--- src/rtl/imm_gen_pipe.sv ---
// RV immediate generator: combinational decode of I/S/B/U/J/shamt immediates
// feeding a 2-entry valid/ready output FIFO. Outputs always come from registers.
module imm_gen_pipe #(
    parameter int XLEN    = 64,
    parameter int SHAMT_W = (XLEN == 64) ? 6 : 5
) (
    input  logic            clk,
    input  logic            rst_n,
    input  logic            flush,
    input  logic            in_valid,
    output logic            in_ready,
    input  logic [31:0]     instruction,
    output logic            out_valid,
    input  logic            out_ready,
    output logic [XLEN-1:0] immediate,
    output logic [2:0]      imm_fmt,
    output logic            illegal
);

    typedef enum logic [2:0] {
        FMT_I       = 3'd0,
        FMT_S       = 3'd1,
        FMT_B       = 3'd2,
        FMT_U       = 3'd3,
        FMT_J       = 3'd4,
        FMT_SHAMT   = 3'd5,
        FMT_ILLEGAL = 3'd7
    } fmt_t;

    logic [6:0]        opcode;
    logic [2:0]        funct3;
    logic              is_shift;
    logic signed [11:0] imm_i;
    logic signed [11:0] imm_s;
    logic signed [12:0] imm_b;
    logic signed [31:0] imm_u;
    logic signed [20:0] imm_j;

    assign opcode   = instruction[6:0];
    assign funct3   = instruction[14:12];
    assign is_shift = (funct3 == 3'b001) || (funct3 == 3'b101);
    assign imm_i    = instruction[31:20];
    assign imm_s    = {instruction[31:25], instruction[11:7]};
    assign imm_b    = {instruction[31], instruction[7], instruction[30:25], instruction[11:8], 1'b0};
    assign imm_u    = {instruction[31:12], 12'b0};
    assign imm_j    = {instruction[31], instruction[19:12], instruction[20], instruction[30:21], 1'b0};

    logic [XLEN-1:0] dec_imm;
    fmt_t            dec_fmt;
    logic            dec_ill;

    // Signed-to-wider size casts perform the sign extension to XLEN.
    always_comb begin
        dec_imm = '0;
        dec_fmt = FMT_ILLEGAL;
        unique case (opcode)
            7'b0010011: begin
                if (is_shift) begin
                    dec_fmt = FMT_SHAMT;
                    dec_imm = XLEN'(instruction[20 +: SHAMT_W]);
                end else begin
                    dec_fmt = FMT_I;
                    dec_imm = XLEN'(imm_i);
                end
            end
            7'b0011011: begin
                if (is_shift) begin
                    dec_fmt = FMT_SHAMT;
                    dec_imm = XLEN'(instruction[24:20]);
                end else begin
                    dec_fmt = FMT_I;
                    dec_imm = XLEN'(imm_i);
                end
            end
            7'b0000011, 7'b1100111: begin
                dec_fmt = FMT_I;
                dec_imm = XLEN'(imm_i);
            end
            7'b0100011: begin
                dec_fmt = FMT_S;
                dec_imm = XLEN'(imm_s);
            end
            7'b1100011: begin
                dec_fmt = FMT_B;
                dec_imm = XLEN'(imm_b);
            end
            7'b0110111, 7'b0010111: begin
                dec_fmt = FMT_U;
                dec_imm = XLEN'(imm_u);
            end
            7'b1101111: begin
                dec_fmt = FMT_J;
                dec_imm = XLEN'(imm_j);
            end
            default: begin
                dec_fmt = FMT_ILLEGAL;
                dec_imm = '0;
            end
        endcase
    end

    assign dec_ill = (dec_fmt == FMT_ILLEGAL);

    logic [XLEN-1:0] imm_q [2];
    fmt_t            fmt_q [2];
    logic            ill_q [2];
    logic            wr_ptr;
    logic            rd_ptr;
    logic [1:0]      count;
    logic            push;
    logic            pop;

    assign in_ready  = (count != 2'd2);
    assign out_valid = (count != 2'd0);
    assign push      = in_valid & in_ready;
    assign pop       = out_valid & out_ready;

    always_ff @(posedge clk or negedge rst_n) begin
        if (!rst_n) begin
            for (int unsigned i = 0; i < 2; i++) begin
                imm_q[i] <= '0;
                fmt_q[i] <= FMT_I;
                ill_q[i] <= 1'b0;
            end
            wr_ptr <= 1'b0;
            rd_ptr <= 1'b0;
            count  <= '0;
        end else if (flush) begin
            wr_ptr <= 1'b0;
            rd_ptr <= 1'b0;
            count  <= '0;
        end else begin
            if (push) begin
                imm_q[wr_ptr] <= dec_imm;
                fmt_q[wr_ptr] <= dec_fmt;
                ill_q[wr_ptr] <= dec_ill;
                wr_ptr        <= ~wr_ptr;
            end
            if (pop) begin
                rd_ptr <= ~rd_ptr;
            end
            case ({push, pop})
                2'b10:   count <= count + 2'd1;
                2'b01:   count <= count - 2'd1;
                default: count <= count;
            endcase
        end
    end

    assign immediate = imm_q[rd_ptr];
    assign imm_fmt   = fmt_q[rd_ptr];
    assign illegal   = ill_q[rd_ptr];

endmodule

--- config.mk ---
export PLATFORM = sky130hd
export DESIGN_NAME = imm_gen_pipe
export DESIGN_NICKNAME = d
export VERILOG_FILES = /design/src/rtl/imm_gen_pipe.sv
export SDC_FILE = /design/constraint.sdc
export NUM_CORES = 1
export LEC_CHECK = 0
export CORE_MARGIN = 3
export CORE_UTILIZATION = 55
export CTS_CLUSTER_SIZE = 14
export DETAILED_ROUTE_END_ITERATION = 10
export DONT_BUFFER_PORTS = 1
export GPL_TIMING_DRIVEN = 0
export PLACE_DENSITY = 0.7
export SYNTH_ARGS = -nofsm -noshare
export SYNTH_HDL_FRONTEND = slang
export SYNTH_SLANG_ARGS = --single-unit
--- constraint.sdc ---
create_clock -name clk -period 3.9 [get_ports clk]
set_input_delay 0.585 -clock clk [delete_from_list [all_inputs] [get_ports clk]]
set_output_delay 0.585 -clock clk [all_outputs]
set_load 0.05 [all_outputs]
The metal 1 layer:
Supply wires on this layer in gray.
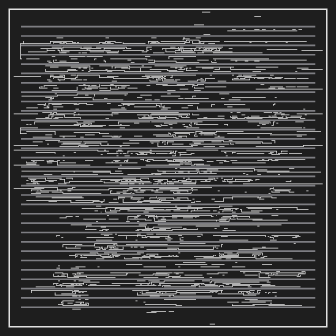
The longest straight run is 35.9 um. The layer holds 43% of the routed length. The layer carries 4,240 um of wire. The wires run mostly horizontal.

M2 wires:
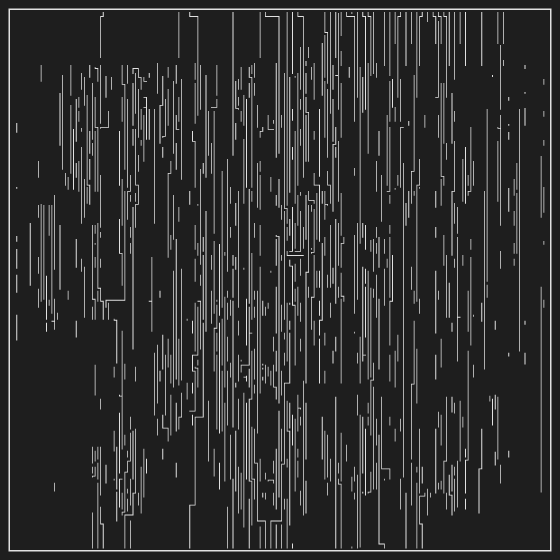
The longest straight run is 53.4 um. The layer holds 48% of the routed length.

Metal 3:
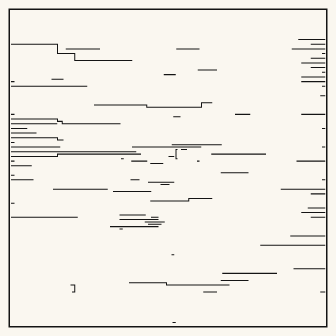
74 nets have wire on it. The layer holds 7.2% of the routed length. The layer carries 702 um of wire. The longest straight run is 36.1 um. The wires run mostly horizontal.

M4 wires:
Scale bar: 20 um. Supply wires on this layer in gray. Cells faint in the background.
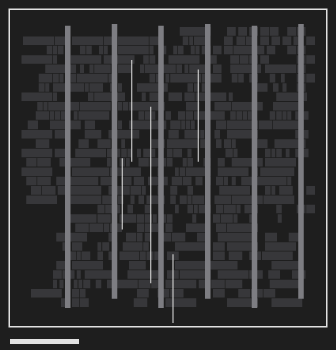
5 nets have wire on it. The longest straight run is 51.0 um. The layer holds 1.5% of the routed length. The wires run mostly vertical. The layer carries 147 um of wire.

==> notes.md <==
The following summarizes the physical implementation.

Setup path
The capture point of the critical path was reported as immediate[59]. The cell type with the highest occurrence count on the critical path is sky130_fd_sc_hd__clkbuf_1. The setup path with the least slack is of type reg2out. The slack of the worst reg-to-reg path is 1.74 ns.

Layout
Registers take 1900 um^2. Relative to the synthesized area, the layout overhead comes to 9.31%. The most common library cell in the layout ignoring fill and taps is sky130_fd_sc_hd__dfrtp_1.

The largest cell class by area is registers. Ranked by flip-flop count, first place goes to imm_q. The combinational share of cell area is 0.405. The share of layout cells above drive strength 1 is 0.274. After the flow finishes, the layout carries non-filler instances totaling 509.

The clock network contribution to total cell area is 0.0519. The largest registers in the layout are imm_q (64), fmt_q (6). In the layout the commonest cells are 76 x sky130_fd_sc_hd__dfrtp_1, 43 x sky130_fd_sc_hd__nor2_1, 38 x sky130_fd_sc_hd__mux2_2. Leaving out buffers and inverters, the combinational logic in the layout accounts for 1790 um^2.

Registers represent a cell area share of 0.429. The layout sequential cell count is 76. The number of non-clock inverters is 3.

Drt
In the detailed route, the total length drawn on met2 is 4700 um. Signal nets in the final route climb as high as met4. The count of TritonRoute iterations in the first routing pass is 5.

The detailed router's first-iteration violation count is 280.

Synthesis
The post-synthesis instance total is 396. The mean cell area of the mapped netlist is 10.2 um^2. The number of cell instances after yosys synthesis is 396. The mux cell area share after synthesis is 0.113. Counting distinct cell types in the post-synthesis netlist gives 51. The number of enable-type register cells in the synthesized netlist is 0.

The post-synthesis cell type with the largest instance count is sky130_fd_sc_hd__dfrtp_1. Of the total synthesized cell area, the portion taken by AND, OR, NAND and NOR gates is 0.147. The summed instance area of the synthesized netlist is 4060 um^2.

Timing
Setup repair after global routing left no endpoint under its margin. The maximum clock skew at final layout is 0.0109 ns. Max-slew check failures listed in the final report amount to 0.

The final timing report counts setup violations totalling 0. Per the slew report, the remaining headroom to the max-slew limit stands at 0.457. The tightest hold path in the finished design has a slack of 0.109 ns.

Job
The report counts max-capacitance violations totalling 0.

Place
Before CTS, the worst setup slack after placement is 0.580 ns. The number of input and output port buffers inserted is 0. The total placed instance area is 4180 um^2.

The detailed placer reported the number of placed instances as 492.

Power and ir drop
The power report attributes to the sequential group a share of 0.429.

Hold path
The worst min-delay path category is in2async.

Clock tree
The number of buffers added to fix hold violations after cts is 1. Looking at the clock tree report, the root buffer type is sky130_fd_sc_hd__clkbuf_8. The number of setup buffers added after CTS is 0.

The clock tree has to reach 76 sinks.

Floorplan
The placeable core area is 6980 um^2. The initial standard-cell utilization of the core is 0.581. The tap cell count is 96.

Global route
On met3, the global router reports a usage of 0.0902.

Status
The run finished with clean final reports.
No activity file was given, so power comes from the tool's default toggle rates.
